===== src/rtl/timer_counter_pkg.sv =====
// Shared constants for the memory-mapped down-counting timer: register offsets,
// CTRL field layout, mode codes and FSM state encoding.
package timer_counter_pkg;

    // Register select values (byte address [3:2])
    localparam logic [1:0] TC_CTRL   = 2'd0;
    localparam logic [1:0] TC_PRESET = 2'd1;
    localparam logic [1:0] TC_COUNT  = 2'd2;
    localparam logic [1:0] TC_RSVD   = 2'd3;

    // CTRL bit positions
    localparam int unsigned CTRL_EN_BIT   = 0;
    localparam int unsigned CTRL_MODE_LSB = 1;
    localparam int unsigned CTRL_MODE_MSB = 2;
    localparam int unsigned CTRL_IM_BIT   = 3;
    localparam int unsigned CTRL_W        = 4;

    // MODE codes; 2 and 3 fall back to one-shot behaviour
    localparam logic [1:0] MODE_ONESHOT = 2'd0;
    localparam logic [1:0] MODE_RELOAD  = 2'd1;

    typedef enum logic [1:0] {
        StIdle = 2'd0,
        StLoad = 2'd1,
        StCnt  = 2'd2,
        StInt  = 2'd3
    } tc_state_e;

    // Field order matches the CTRL bit positions above
    typedef struct packed {
        logic       im;
        logic [1:0] mode;
        logic       en;
    } tc_ctrl_t;

    function automatic logic is_reload(input logic [1:0] mode);
        return mode == MODE_RELOAD;
    endfunction

endpackage


===== src/rtl/timer_counter_if.sv =====
// Data-bus view of the timer as seen from the CPU MEM stage: select, strobe,
// write data, combinational read data and the interrupt request.
interface timer_counter_if #(
    parameter int unsigned CNT_W = 32
);
    logic [1:0]       A;
    logic             WE;
    logic [CNT_W-1:0] WD;
    logic [CNT_W-1:0] RD;
    logic             IRQ;

    modport master (
        output A,
        output WE,
        output WD,
        input  RD,
        input  IRQ
    );

    modport slave (
        input  A,
        input  WE,
        input  WD,
        output RD,
        output IRQ
    );
endinterface


===== src/rtl/timer_counter.sv =====
// Down-counting timer with one-shot and auto-reload modes: control FSM, COUNT
// datapath, CTRL/PRESET registers and a zero-latency read mux.
module timer_counter
    import timer_counter_pkg::*;
#(
    parameter int unsigned      CNT_W      = 32,
    parameter logic [CNT_W-1:0] PRESET_RST = '0
) (
    input  logic            clk,
    input  logic            rst,
    timer_counter_if.slave  bus
);

    localparam logic [CNT_W-1:0] CntOne = CNT_W'(1);

    tc_state_e        state_q, state_d;
    tc_ctrl_t         ctrl_q, ctrl_d;
    logic [CNT_W-1:0] preset_q, preset_d;
    logic [CNT_W-1:0] count_q, count_d;
    logic             irq_pend_q, irq_pend_d;

    logic wr_ctrl;
    logic wr_preset;

    assign wr_ctrl   = bus.WE && (bus.A == TC_CTRL);
    assign wr_preset = bus.WE && (bus.A == TC_PRESET);

    always_ff @(posedge clk or negedge rst) begin
        if (!rst) begin
            state_q    <= StIdle;
            ctrl_q     <= '0;
            preset_q   <= PRESET_RST;
            count_q    <= '0;
            irq_pend_q <= 1'b0;
        end else begin
            state_q    <= state_d;
            ctrl_q     <= ctrl_d;
            preset_q   <= preset_d;
            count_q    <= count_d;
            irq_pend_q <= irq_pend_d;
        end
    end

    always_comb begin
        state_d    = state_q;
        ctrl_d     = ctrl_q;
        preset_d   = preset_q;
        count_d    = count_q;
        irq_pend_d = irq_pend_q;

        unique case (state_q)
            StIdle: begin
                if (ctrl_q.en) begin
                    state_d = StLoad;
                end
            end
            StLoad: begin
                count_d = preset_q;
                state_d = StCnt;
            end
            StCnt: begin
                if (!ctrl_q.en) begin
                    state_d = StIdle;
                end else if (count_q > CntOne) begin
                    count_d = count_q - CntOne;
                end else begin
                    // PRESET of 0 or 1 lands here too, so COUNT never wraps
                    count_d = '0;
                    state_d = StInt;
                end
            end
            StInt: begin
                if (is_reload(ctrl_q.mode)) begin
                    state_d = StLoad;
                end else begin
                    ctrl_d.en  = 1'b0;
                    irq_pend_d = 1'b1;
                    state_d    = StIdle;
                end
            end
            default: begin
                state_d = StIdle;
            end
        endcase

        // Bus writes come last so they override the FSM's EN clear and pend set
        if (wr_ctrl) begin
            ctrl_d     = tc_ctrl_t'(bus.WD[CTRL_W-1:0]);
            irq_pend_d = 1'b0;
        end
        if (wr_preset) begin
            preset_d   = bus.WD;
            irq_pend_d = 1'b0;
        end
    end

    always_comb begin
        bus.RD = '0;
        unique case (bus.A)
            TC_CTRL:   bus.RD = {{(CNT_W - CTRL_W){1'b0}}, ctrl_q};
            TC_PRESET: bus.RD = preset_q;
            TC_COUNT:  bus.RD = count_q;
            TC_RSVD:   bus.RD = '0;
            default:   bus.RD = '0;
        endcase
    end

    // Auto-reload pulses for the single INT cycle; one-shot holds until cleared
    assign bus.IRQ = ctrl_q.im
                     & (irq_pend_q | ((state_q == StInt) & is_reload(ctrl_q.mode)));

endmodule


===== src/flat_wrapper.sv =====
// flat-port wrapper written by rule: the top's interface ports become plain ports
module timer_counter_flat import timer_counter_pkg::*;
#(
    parameter int unsigned      CNT_W      = 32,
    parameter logic [CNT_W-1:0] PRESET_RST = '0
)
  (clk, rst, bus_A, bus_WE, bus_WD, bus_RD, bus_IRQ);
  timer_counter_if #(.CNT_W(CNT_W)) bus_i ();
  input  logic clk;
  input  logic rst;
  input wire logic [$bits(bus_i.A)-1:0] bus_A;
  input wire logic [$bits(bus_i.WE)-1:0] bus_WE;
  input wire logic [$bits(bus_i.WD)-1:0] bus_WD;
  output wire logic [$bits(bus_i.RD)-1:0] bus_RD;
  output wire logic [$bits(bus_i.IRQ)-1:0] bus_IRQ;
  assign bus_i.A = bus_A;
  assign bus_i.WE = bus_WE;
  assign bus_i.WD = bus_WD;
  assign bus_RD = bus_i.RD;
  assign bus_IRQ = bus_i.IRQ;
  timer_counter #(.CNT_W(CNT_W), .PRESET_RST(PRESET_RST)) u_core (.clk(clk), .rst(rst), .bus(bus_i));
endmodule

===== config.mk =====
export PLATFORM = sky130hd
export DESIGN_NAME = timer_counter_flat
export DESIGN_NICKNAME = d
export VERILOG_FILES = /design/src/rtl/timer_counter_pkg.sv /design/src/rtl/timer_counter_if.sv /design/src/rtl/timer_counter.sv /design/src/flat_wrapper.sv
export SDC_FILE = /design/constraint.sdc
export NUM_CORES = 1
export LEC_CHECK = 0
export ABC_AREA = 1
export CORE_MARGIN = 2
export CORE_UTILIZATION = 52
export DETAILED_ROUTE_END_ITERATION = 16
export PLACE_DENSITY = 0.9
export SLEW_MARGIN = 20
export SYNTH_ARGS = -nofsm -noshare
export SYNTH_HDL_FRONTEND = slang
export SYNTH_SLANG_ARGS = --single-unit

===== constraint.sdc =====
create_clock -name clk -period 4.6 [get_ports clk]
set_clock_uncertainty 0.2 [all_clocks]
set_input_delay 0.69 -clock clk [delete_from_list [all_inputs] [get_ports clk]]
set_output_delay 0.69 -clock clk [all_outputs]
set_load 0.005 [all_outputs]

**Run 1: met2 routing**

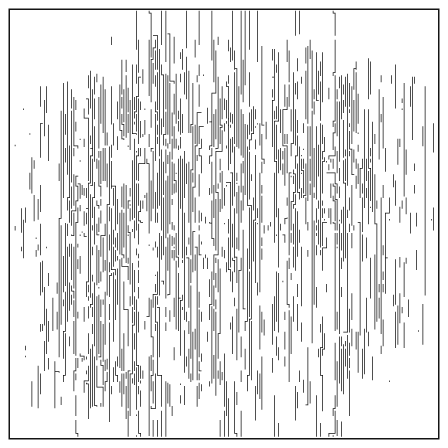
The layer holds 50% of the routed length. The layer carries 5990 um of wire. The wires run mostly vertical. 552 nets have wire on it. The longest straight run is 51.0 um.
number of vias in the routed layout: 4147
met2 capacity usage during global routing: 49.6%
drt total wl: 12000 um

**Run 1: cell classes on the final placement**

The bar under the picture is 20 um long. Fill, decap, tap and diode cells in grey.
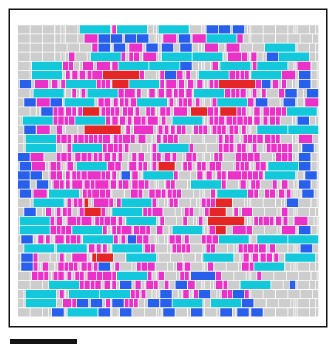
all other logic: marked magenta, cells 486, share of their area 46%. clock drivers and dummy loads: marked red, cells 16, share of their area 5.1%. flip-flops: marked cyan, cells 71, share of their area 35%. other buffers and delay cells: marked blue, cells 73, share of their area 14%.
num rows: 32
utilization after layout: 67.0%

**Run 1: cell sizes after repair**

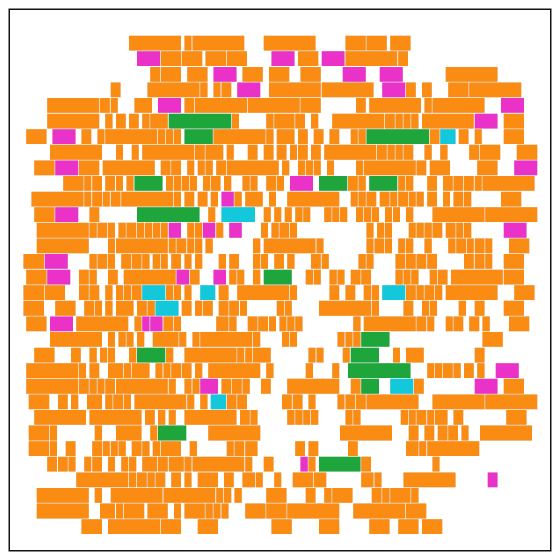
drive 3 to 4: marked cyan, cells 8. drive 6 and up: marked green, cells 15, most used clkbuf_8. drive 2: marked magenta, cells 33, most used mux2_2. drive 1 or less: marked orange, cells 590, most used nand2_1.
nonclk buf count: 73
signed area change from the synthesized netlist to the final layout: 23.8%
final instance area: 5230 um2
worst path setup slack after routing: 0.899 ns

==> flow_summary.html, run 1 <==
<h3>Run summary</h3>
<table>
<tr><th>Metric</th><th>Value</th></tr>
<tr><th colspan="2">Logic synthesis</th></tr>
<tr><td>Top_reg_cell synth</td><td>sky130_fd_sc_hd__dfrtp_1</td></tr>
<tr><td>Yosys stat cell total</td><td>579</td></tr>
<tr><td>Portion of the post-synthesis area used by sequential elements</td><td>42.0%</td></tr>
<tr><td>Number of enable-type register cells in the synthesized netlist</td><td>0</td></tr>
<tr><th colspan="2">Placed design</th></tr>
<tr><td>Count of input and output buffers</td><td>69</td></tr>
<tr><td>Half-perimeter wire length after placement</td><td>around 8000 um</td></tr>
<tr><td>Number of placed cells counting well taps</td><td>732</td></tr>
<tr><th colspan="2">GRT</th></tr>
<tr><td>Total track usage</td><td>29.1%</td></tr>
<tr><td>Global routing usage on met3</td><td>5.94%</td></tr>
<tr><th colspan="2">Layout</th></tr>
<tr><td>Share of layout cells above drive strength 1</td><td>8.67%</td></tr>
<tr><td>CLK BUF</td><td>11</td></tr>
<tr><td>Layout Nets</td><td>680</td></tr>
<tr><td>Non-clock buffer contribution to total cell area</td><td>13.9%</td></tr>
<tr><td>Top logic cell by instance count in the layout</td><td>sky130_fd_sc_hd__nand2_1</td></tr>
<tr><td>Proportion of cell area occupied by multi-input gates</td><td>between 30 and 40%</td></tr>
<tr><th colspan="2">Floorplan</th></tr>
<tr><td>Chip Height</td><td>94.2 um</td></tr>
<tr><td>Number of top-level pins</td><td>70</td></tr>
<tr><th colspan="2">Timing</th></tr>
<tr><td>Number of failing hold endpoints at the final stage</td><td>0</td></tr>
<tr><td>RSZ-0062 raised after global routing</td><td>false</td></tr>
<tr><td>Tightest Pin Transition</td><td>between 1 and 1.5 ns</td></tr>
<tr><td>Highest clock frequency the design can meet</td><td>0.270 GHz</td></tr>
<tr><td>Final number of setup-violating endpoints</td><td>0</td></tr>
<tr><th colspan="2">Run status</th></tr>
<tr><td>Outcome</td><td>completed</td></tr>
<tr><th colspan="2">Drt</th></tr>
<tr><td>Drc violations</td><td>0</td></tr>
<tr><td>Average vias per placed instance</td><td>5.54</td></tr>
<tr><td>Detailed route wirelength on metal2</td><td>5990 um</td></tr>
<tr><td>Routed wire per std cell</td><td>~16 um</td></tr>
<tr><th colspan="2">Critical path</th></tr>
<tr><td>Kind of start point of the critical path</td><td>input pin</td></tr>
<tr><td>Slowest cell on crit path</td><td>sky130_fd_sc_hd__inv_1</td></tr>
<tr><td>Register-to-register setup slack</td><td>~2 ns</td></tr>
<tr><th colspan="2">Pwr</th></tr>
<tr><td>Worst vdd rail ir drop</td><td>approximately 360 uV</td></tr>
<tr><td>Switching share of power</td><td>42.1%</td></tr>
<tr><td>Top contributor to total power</td><td>combinational cells</td></tr>
<tr><th colspan="2">Clock network</th></tr>
<tr><td>Cell at the root of the clock tree</td><td>sky130_fd_sc_hd__clkbuf_8</td></tr>
<tr><td>CTS tree</td><td>built</td></tr>
<tr><th colspan="2">Worst hold path</th></tr>
<tr><td>Classification of the worst-slack hold path</td><td>input pin to async pin</td></tr>
</table>
**Run 1: gate families picked out**

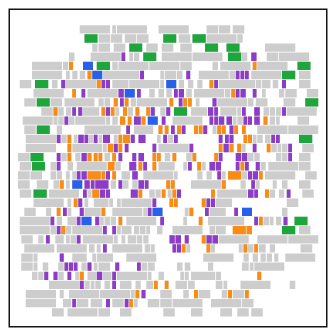

--- run 2 (diff from run 1) ---
- CORE_UTILIZATION: 52 -> 49
- PLACE_DENSITY: 0.9 -> 0.89
- clock period: 4.6 -> 3.4 ns (I/O delays scaled with it)
**Run 2: gate families picked out**

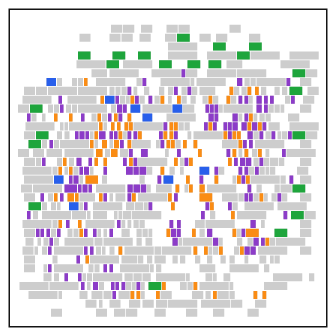
XOR/XNOR gates: marked blue, cells 9. multiplexers: marked green, cells 22. NOR gates: marked orange, cells 100. NAND gates: marked purple, cells 155.
post-layout instance count excluding filler cells: 756
top logic cell by instance count in the layout: sky130_fd_sc_hd__nand2_1
proportion of cell area occupied by multi-input gates: 40.3%

**Run 2: clock nets**

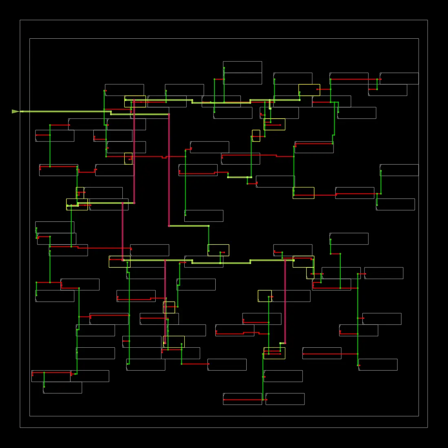
sequential cell count: 71
sinks on the clock net: 71
clk pwr: 0.615 mW
clock network latency to the later pin of the worst-skew pair: 0.36 ns

**Run 2: met2 routing**

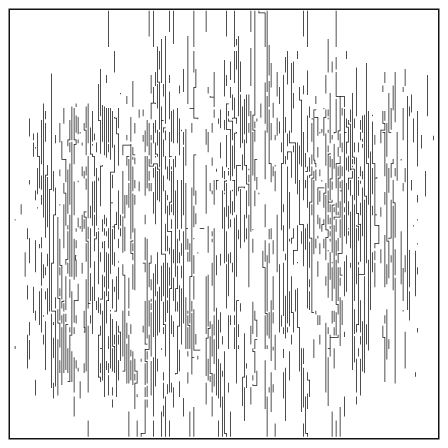
The layer holds 51% of the routed length. The wires run mostly vertical.
number of vias in the routed layout: 4124
drt total wl: 11400 um
met2 capacity usage during global routing: 43.5%

==> flow_summary.html, run 2 <==
<h3>Run summary</h3>
<table>
<tr><th>Metric</th><th>Value</th></tr>
<tr><th colspan="2">Placed design</th></tr>
<tr><td>Half-perimeter wire length after placement</td><td>8340 um (was 7970 um)</td></tr>
<tr><td>Number of placed cells counting well taps</td><td>740 (was 732)</td></tr>
<tr><td>Count of input and output buffers</td><td>69 (unchanged)</td></tr>
<tr><th colspan="2">Drt</th></tr>
<tr><td>Drc violations</td><td>0 (unchanged)</td></tr>
<tr><td>Routed wire per std cell</td><td>15.1 um (was 16.0 um)</td></tr>
<tr><td>Average vias per placed instance</td><td>5.46 (was 5.54)</td></tr>
<tr><th colspan="2">Floorplan</th></tr>
<tr><td>Chip Height</td><td>96.9 um (was 94.2 um)</td></tr>
<tr><td>Number of top-level pins</td><td>70 (unchanged)</td></tr>
<tr><td>Num rows</td><td>33 (was 32)</td></tr>
<tr><th colspan="2">Logic synthesis</th></tr>
<tr><td>Portion of the post-synthesis area used by sequential elements</td><td>42.0% (unchanged)</td></tr>
<tr><td>Number of enable-type register cells in the synthesized netlist</td><td>0 (unchanged)</td></tr>
<tr><td>Yosys stat cell total</td><td>579 (unchanged)</td></tr>
<tr><th colspan="2">GRT</th></tr>
<tr><td>Global routing usage on met3</td><td>5.06% (was 5.94%)</td></tr>
<tr><td>Total track usage</td><td>25.2% (was 29.1%)</td></tr>
<tr><th colspan="2">Timing</th></tr>
<tr><td>Tightest Pin Transition</td><td>0.790 ns (was 1.09 ns)</td></tr>
<tr><td>Number of failing hold endpoints at the final stage</td><td>0 (unchanged)</td></tr>
<tr><td>Worst path setup slack after routing</td><td>0.325 ns (was 0.899 ns)</td></tr>
<tr><th colspan="2">Pwr</th></tr>
<tr><td>Worst vdd rail ir drop</td><td>446 uV (was 360 uV)</td></tr>
<tr><td>Top contributor to total power</td><td>combinational cells (unchanged)</td></tr>
<tr><td>Switching share of power</td><td>44.5% (was 42.1%)</td></tr>
<tr><th colspan="2">Layout</th></tr>
<tr><td>Signed area change from the synthesized netlist to the final layout</td><td>22.7% (was 23.8%)</td></tr>
<tr><td>Final instance area</td><td>5190 um2 (was 5230 um2)</td></tr>
<tr><td>Utilization after layout</td><td>62.5% (was 67.0%)</td></tr>
<tr><td>Nonclk buf count</td><td>78 (was 73)</td></tr>
<tr><td>Non-clock buffer contribution to total cell area</td><td>14.8% (was 13.9%)</td></tr>
<tr><td>CLK BUF</td><td>10 (was 11)</td></tr>
<tr><th colspan="2">Clock network</th></tr>
<tr><td>Cell at the root of the clock tree</td><td>sky130_fd_sc_hd__clkbuf_8 (unchanged)</td></tr>
<tr><th colspan="2">Worst hold path</th></tr>
<tr><td>Classification of the worst-slack hold path</td><td>input pin to async pin (unchanged)</td></tr>
<tr><th colspan="2">Critical path</th></tr>
<tr><td>Slowest cell on crit path</td><td>sky130_fd_sc_hd__clkdlybuf4s50_1 (was sky130_fd_sc_hd__inv_1)</td></tr>
<tr><th colspan="2">Run status</th></tr>
<tr><td>Outcome</td><td>completed (unchanged)</td></tr>
</table>
No activity file was given, so power comes from the tool's default toggle rates.
